==> src/rtl/scan_bus_pkg.sv <==
// Shared types and frame-layout helpers for scan_bus_master.
// Frame layout, MSB first: op/status[1:0], ch[CH_W-1:0], addr[ADDR_W-1:0], data[DATA_W-1:0].
package scan_bus_pkg;

  typedef enum logic [1:0] {
    OP_NOP   = 2'b00,
    OP_READ  = 2'b01,
    OP_WRITE = 2'b10,
    OP_RSVD  = 2'b11
  } op_e;

  typedef enum logic [1:0] {
    ST_OK      = 2'b00,
    ST_TIMEOUT = 2'b01,
    ST_BAD_CH  = 2'b10,
    ST_OVERRUN = 2'b11
  } status_e;

  typedef enum logic [1:0] {
    S_IDLE,
    S_ISSUE,
    S_WAIT,
    S_RESP
  } state_e;

  function automatic int ch_w(input int n_ch);
    return (n_ch <= 1) ? 1 : $clog2(n_ch);
  endfunction

  function automatic int frame_w(input int n_ch, input int addr_w, input int data_w);
    return 2 + ch_w(n_ch) + addr_w + data_w;
  endfunction

  function automatic int addr_lsb(input int data_w);
    return data_w;
  endfunction

  function automatic int ch_lsb(input int addr_w, input int data_w);
    return addr_w + data_w;
  endfunction

  function automatic int op_lsb(input int n_ch, input int addr_w, input int data_w);
    return ch_w(n_ch) + addr_w + data_w;
  endfunction

  // Timeout counter width: wide enough for to_cyc, clamped to 8..32 bits.
  function automatic int to_w(input int to_cyc);
    int w;
    w = $clog2(to_cyc + 1);
    if (w < 8)  w = 8;
    if (w > 32) w = 32;
    return w;
  endfunction

endpackage

==> src/rtl/scan_frame_reg.sv <==
// Scan frame register: serial shift toward MSB with parallel load; MSB drives the chain.
module scan_frame_reg #(
  parameter int W = 46
) (
  input  logic         clk,
  input  logic         rst,
  input  logic         shift_en,
  input  logic         sin,
  input  logic         load_en,
  input  logic [W-1:0] load_val,
  output logic [W-1:0] q,
  output logic         sout
);

  always_ff @(posedge clk) begin
    if (rst)           q <= '0;
    else if (load_en)  q <= load_val;
    else if (shift_en) q <= {q[W-2:0], sin};
  end

  assign sout = q[W-1];

endmodule

==> src/rtl/scan_bus_master.sv <==
// Scan-driven bus master: scanned command frame -> one read/write on a selected channel -> response frame.
// Optional ready timeout enabled by defining SCAN_BUS_TIMEOUT_EN.
module scan_bus_master
  import scan_bus_pkg::*;
#(
  parameter int N_CH   = 2,
  parameter int ADDR_W = 11,
  parameter int DATA_W = 32,
  parameter int TO_CYC = 255
) (
  input  logic                   clk,
  input  logic                   rst,
  input  logic                   scan_shift,
  input  logic                   scan_data_in,
  output logic                   scan_data_out,
  input  logic                   scan_load,
  output logic                   scan_busy,
  output logic [N_CH-1:0]        mem_ren,
  output logic [N_CH-1:0]        mem_wen,
  output logic [ADDR_W-1:0]      mem_addr,
  output logic [DATA_W-1:0]      mem_wdata,
  input  logic [N_CH*DATA_W-1:0] mem_rdata,
  input  logic [N_CH-1:0]        mem_ready
);

  localparam int CH_W     = ch_w(N_CH);
  localparam int FRAME_W  = frame_w(N_CH, ADDR_W, DATA_W);
  localparam int OP_LSB   = op_lsb(N_CH, ADDR_W, DATA_W);
  localparam int CH_LSB   = ch_lsb(ADDR_W, DATA_W);
  localparam int ADDR_LSB = addr_lsb(DATA_W);
  localparam logic [CH_W:0] N_CH_V = (CH_W+1)'(N_CH);

  state_e state, state_nxt;
  logic [FRAME_W-1:0] frame, resp_frame;

  op_e               op_q;
  logic [CH_W-1:0]   ch_q;
  logic [ADDR_W-1:0] addr_q;
  logic [DATA_W-1:0] data_q;
  logic              bad_q, ovr_q, to_q;

  op_e               f_op;
  logic [CH_W-1:0]   f_ch;
  logic              f_bad, f_go, load_ok;
  logic [N_CH-1:0]   ch_oh;
  logic              sel_ready, to_hit;
  logic [DATA_W-1:0] sel_rdata;
  status_e           status;

  assign scan_busy = (state != S_IDLE);
  assign load_ok   = scan_load && !scan_busy;

  assign f_op  = op_e'(frame[OP_LSB +: 2]);
  assign f_ch  = frame[CH_LSB +: CH_W];
  assign f_bad = ({1'b0, f_ch} >= N_CH_V);
  assign f_go  = ((f_op == OP_READ) || (f_op == OP_WRITE)) && !f_bad;

  // Channel select by one-hot decode, so non-power-of-two N_CH never indexes out of range.
  always_comb begin
    ch_oh     = '0;
    sel_rdata = '0;
    for (int c = 0; c < N_CH; c++) begin
      ch_oh[c] = (ch_q == CH_W'(c));
      if (ch_oh[c]) sel_rdata = mem_rdata[c*DATA_W +: DATA_W];
    end
  end
  assign sel_ready = |(mem_ready & ch_oh);

`ifdef SCAN_BUS_TIMEOUT_EN
  localparam int TO_W = to_w(TO_CYC);
  logic [TO_W-1:0] to_cnt;

  always_ff @(posedge clk) begin
    if (rst || state != S_WAIT) to_cnt <= '0;
    else                        to_cnt <= to_cnt + 1'b1;
  end
  assign to_hit = (state == S_WAIT) && !sel_ready && (to_cnt == TO_W'(TO_CYC - 1));
`else
  assign to_hit = 1'b0;
`endif

  always_ff @(posedge clk) begin
    if (rst) state <= S_IDLE;
    else     state <= state_nxt;
  end

  always_comb begin
    state_nxt = state;
    case (state)
      S_IDLE:  if (load_ok) state_nxt = f_go ? S_ISSUE : S_RESP;
      S_ISSUE: state_nxt = S_WAIT;
      S_WAIT:  if (sel_ready || to_hit) state_nxt = S_RESP;
      S_RESP:  state_nxt = S_IDLE;
      default: state_nxt = S_IDLE;
    endcase
  end

  always_ff @(posedge clk) begin
    if (rst) begin
      op_q      <= OP_NOP;
      ch_q      <= '0;
      addr_q    <= '0;
      data_q    <= '0;
      bad_q     <= 1'b0;
      to_q      <= 1'b0;
      ovr_q     <= 1'b0;
      mem_ren   <= '0;
      mem_wen   <= '0;
      mem_addr  <= '0;
      mem_wdata <= '0;
    end else begin
      if (load_ok) begin
        op_q   <= f_op;
        ch_q   <= f_ch;
        addr_q <= frame[ADDR_LSB +: ADDR_W];
        data_q <= frame[DATA_W-1:0];
        bad_q  <= f_bad;
        to_q   <= 1'b0;
      end
      if (state == S_ISSUE) begin
        mem_addr  <= addr_q;
        mem_wdata <= data_q;
        mem_ren   <= (op_q == OP_READ)  ? ch_oh : '0;
        mem_wen   <= (op_q == OP_WRITE) ? ch_oh : '0;
      end
      if (state == S_WAIT) begin
        if (sel_ready) begin
          mem_ren <= '0;
          mem_wen <= '0;
          if (op_q == OP_READ) data_q <= sel_rdata;
        end else if (to_hit) begin
          mem_ren <= '0;
          mem_wen <= '0;
          data_q  <= '0;
          to_q    <= 1'b1;
        end
      end
      // A load arriving in the RESP cycle belongs to the next response.
      if (state == S_RESP)        ovr_q <= scan_load;
      else if (scan_load && scan_busy) ovr_q <= 1'b1;
    end
  end

  always_comb begin
    if (to_q)       status = ST_TIMEOUT;
    else if (bad_q) status = ST_BAD_CH;
    else if (ovr_q) status = ST_OVERRUN;
    else            status = ST_OK;
  end
  assign resp_frame = {status, ch_q, addr_q, data_q};

  scan_frame_reg #(.W(FRAME_W)) u_frame (
    .clk      (clk),
    .rst      (rst),
    .shift_en (scan_shift && !scan_busy && !scan_load),
    .sin      (scan_data_in),
    .load_en  (state == S_RESP),
    .load_val (resp_frame),
    .q        (frame),
    .sout     (scan_data_out)
  );

endmodule

==> config.mk <==
export PLATFORM = sky130hd
export DESIGN_NAME = scan_bus_master
export DESIGN_NICKNAME = d
export VERILOG_FILES = /design/src/rtl/scan_bus_pkg.sv /design/src/rtl/scan_frame_reg.sv /design/src/rtl/scan_bus_master.sv
export SDC_FILE = /design/constraint.sdc
export NUM_CORES = 1
export LEC_CHECK = 0
export CORE_MARGIN = 10
export CORE_UTILIZATION = 28
export CTS_BUF_LIST = sky130_fd_sc_hd__clkbuf_2 sky130_fd_sc_hd__clkbuf_4 sky130_fd_sc_hd__clkbuf_8
export DETAILED_ROUTE_END_ITERATION = 7
export SLEW_MARGIN = 30
export SYNTH_ARGS = -nofsm -noshare
export SYNTH_HDL_FRONTEND = slang
export SYNTH_HIERARCHICAL = 1
export SYNTH_SLANG_ARGS = --single-unit
==> constraint.sdc <==
create_clock -name clk -period 2.6 [get_ports clk]
set_clock_uncertainty 0.05 [all_clocks]
set_input_delay 0.39 -clock clk [delete_from_list [all_inputs] [get_ports clk]]
set_output_delay 0.39 -clock clk [all_outputs]
set_load 0.01 [all_outputs]
Figure 1. Signal wires on met3.
Drawn at 3 px/um.
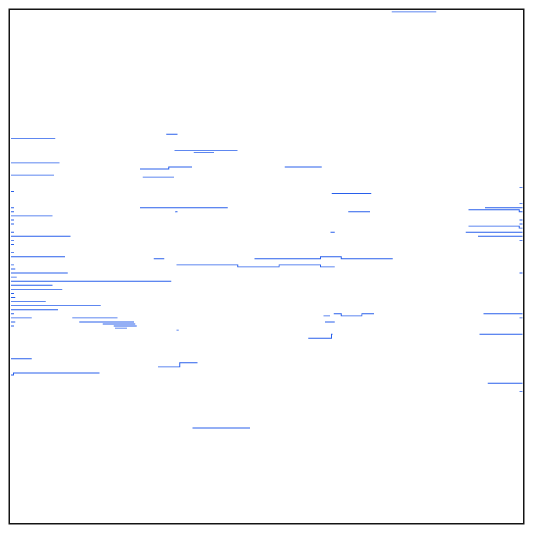
nets with wire on the layer: 63
share of all routed wire: 4.6%

Figure 2. Routing congestion.
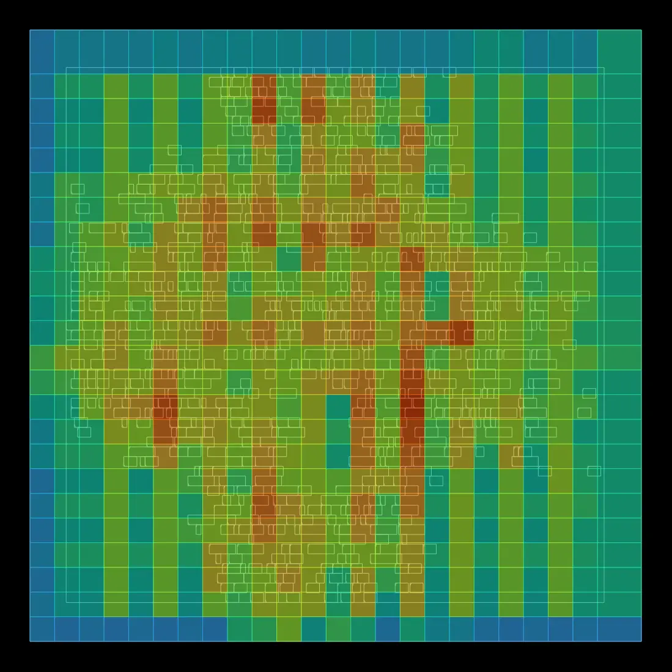
global routing met2 resource utilization: 18.6%
Layout Utilization: 36.8%
global routing usage summed across all routing layers: 11.8%

Figure 3. Cell sizes after repair.
Drawn at 2 px/um.
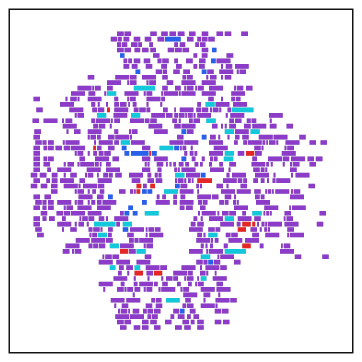
legend:
  blue:
    size: _3 and _4 cells
    cells: 26
    most_used: buf_4
  cyan:
    size: _6 and larger
    cells: 30
    most_used: clkbuf_8
  purple:
    size: _0 and _1 cells
    cells: 717
    most_used: dfxtp_1
  red:
    size: _2 cells
    cells: 15
    most_used: a211oi_2

==> git commit body <==
Store results of the implementation flow

* Outcome: completed
- For this design the static power due to leakage is 2.78 nW.
- Total of endpoints with negative setup slack in the final report: 0
- Hold timing on the final database bottoms out at a slack of 0.348 ns.
- Looking at the cell usage after synthesis, the top flip-flop cell is sky130_fd_sc_hd__dfxtp_1.
- The layout report gives the register share of total cell area as 34.3%.
* Largest cell class by area: multi-input combinational cells
* Core region area: 22500 um2
* Count of mapped cells out of synthesis: 675
* Setup repair after global routing missed its margin: false
- The via count of the first global-routing pass was 4969.
- Area of combinational cells with multiple inputs: 3200 um2
* Fraction of cell area in non-clock buffers: 17.1%
- Buffers placed on the I/O ports in this run total 119.
* Most common cell after layout, fill and taps aside: sky130_fd_sc_hd__dfxtp_1
- The design received a total of around 290 well taps at floorplan.
- The detailed router placed 5120 vias in this run.
- Yosys chip area: 6380 um2
- Part of the cycle the worst path needs: approximately 91%
- Most common library cells after synthesis: 142 x sky130_fd_sc_hd__dfxtp_1, 93 x sky130_fd_sc_hd__nand2_1, 91 x sky130_fd_sc_hd__mux2i_1
- Note that the worst hold path type here is input pin to flop.
- In the final layout, excluding clock inverters the inverter count is 6.
- The number of hold buffers added after CTS was 0.
* Biggest registers after layout: u_frame/q: 46 flops, data_q: 32 flops, mem_wdata: 32 flops
- Final-layout clock-cell area share: under 10%
- Register clock-pin slew on the reported worst setup and hold paths: approximately 0.08 ns
- Net count of the finished layout: 851
- After synthesis, flip-flops and latches occupy about 45% of the total area.
- The flow reported a cell area power density of 773 nW/um2.
- Proportion of netlist area held by the largest area contributor: 44.5%
- The synthesized design contains 0 enable-type register cells.
- TritonCTS built the clock tree.
- The floorplan has 55 rows.
- Synth top cell by count: sky130_fd_sc_hd__dfxtp_1
- In the finished layout, the clock tree contains a buffer count of 19.
- In this run the count of I/O pins placed on the die edge is roughly 120.
* Residual overflow from global routing: 0
- The register with the most flip-flops in the layout has 46 of them.
* Worst vdd rail ir drop: 0.381 mV
- Counting flops with an async set or reset pin after synthesis yields a share of 0%.
* Multi-input combinational area share: 38.6%
- Count of antenna-violating nets left after detailed routing: 0
- Register with the highest flop count: u_frame/q
- The filler cells instantiated in the layout total 2287.
* Worst-path maximum fanout: 4
- Peak Freq: 424 MHz
- Share of cells above drive strength 1: 9.01%
- Weighted congestion reported at the end of routability-driven placement: between 0.7 and 0.8
- Headroom to the max-slew limit came out at 53.7%.
- The required time at the worst endpoint is listed as 2.16 ns.
* Final critical path time including I/O delays and setup: 2.36 ns
- Final count of hold timing violations: 0
- STA classifies the critical path startpoint as a flop.
worst max-delay path: stages, from the launching register on:
cell and delay (ns):
sky130_fd_sc_hd__dfxtp_1 0.44, sky130_fd_sc_hd__inv_1 0.12, sky130_fd_sc_hd__ha_1 0.25, sky130_fd_sc_hd__inv_1 0.11, sky130_fd_sc_hd__clkdlybuf4s50_1 0.56
worst paths after layout:
path	start	endpoint	slack, ns	cells after the start
setup reg to reg	state[1]	u_frame/q[36]	0.53	7
hold reg to reg	u_frame/q[43]	ch_q	0.42	2
setup / recovery	state[0]	scan_busy	0.24	4
hold / removal	rst	mem_wdata[25]	0.35	2
layer usage:
layer | up-vias | track usage [%] | share of wire, %
met5 | - | 0 | 0
li1 | 2598 | - | -
met2 | 100 | 18.6 | 47
met1 | 2410 | 15.3 | 48
met3 | 12 | 3.13 | 4.6
met4 | 0 | 3.63 | 1.1
per-stage QoR:
stage               util (%)  power, mW  instance area, um2  setup WS [ns]  std cells
floorplan                  -       3.94                6380          0.846        675
global placement        34.8       4.49                7840          0.302       1041
detailed placement      34.8       4.50                7840          0.283       1041
CTS                     36.8       6.49                8290          0.208       1073
global route            36.8       6.77                8290          0.124       1073
finish                  36.8       6.41                8290          0.244       1074
kinds of logic (layout without fill, tap and decap cells):
logic type	Yosys count	count (layout)	share of synthesized area [%]
buffers and inverters	68	181	5.80
other	0	1	0
adder cells (fa/ha/maj)	5	5	0.980
XOR/XNOR	1	1	0.137
multiplexers	91	91	14.3
flip-flops	142	142	44.5
AND-OR/OR-AND	135	135	16.9
AND/OR/NAND/NOR	233	233	17.4
where the power goes:
group          leakage [nW]  switching (mW)  internal, mW  total (mW)
clock network         0.223           0.870          1.10        1.97
logic                  1.40           0.951         0.818        1.77
registers              1.15           0.222          2.45        2.67
Power figures rest on the tool's default switching activity, not on a simulated workload.
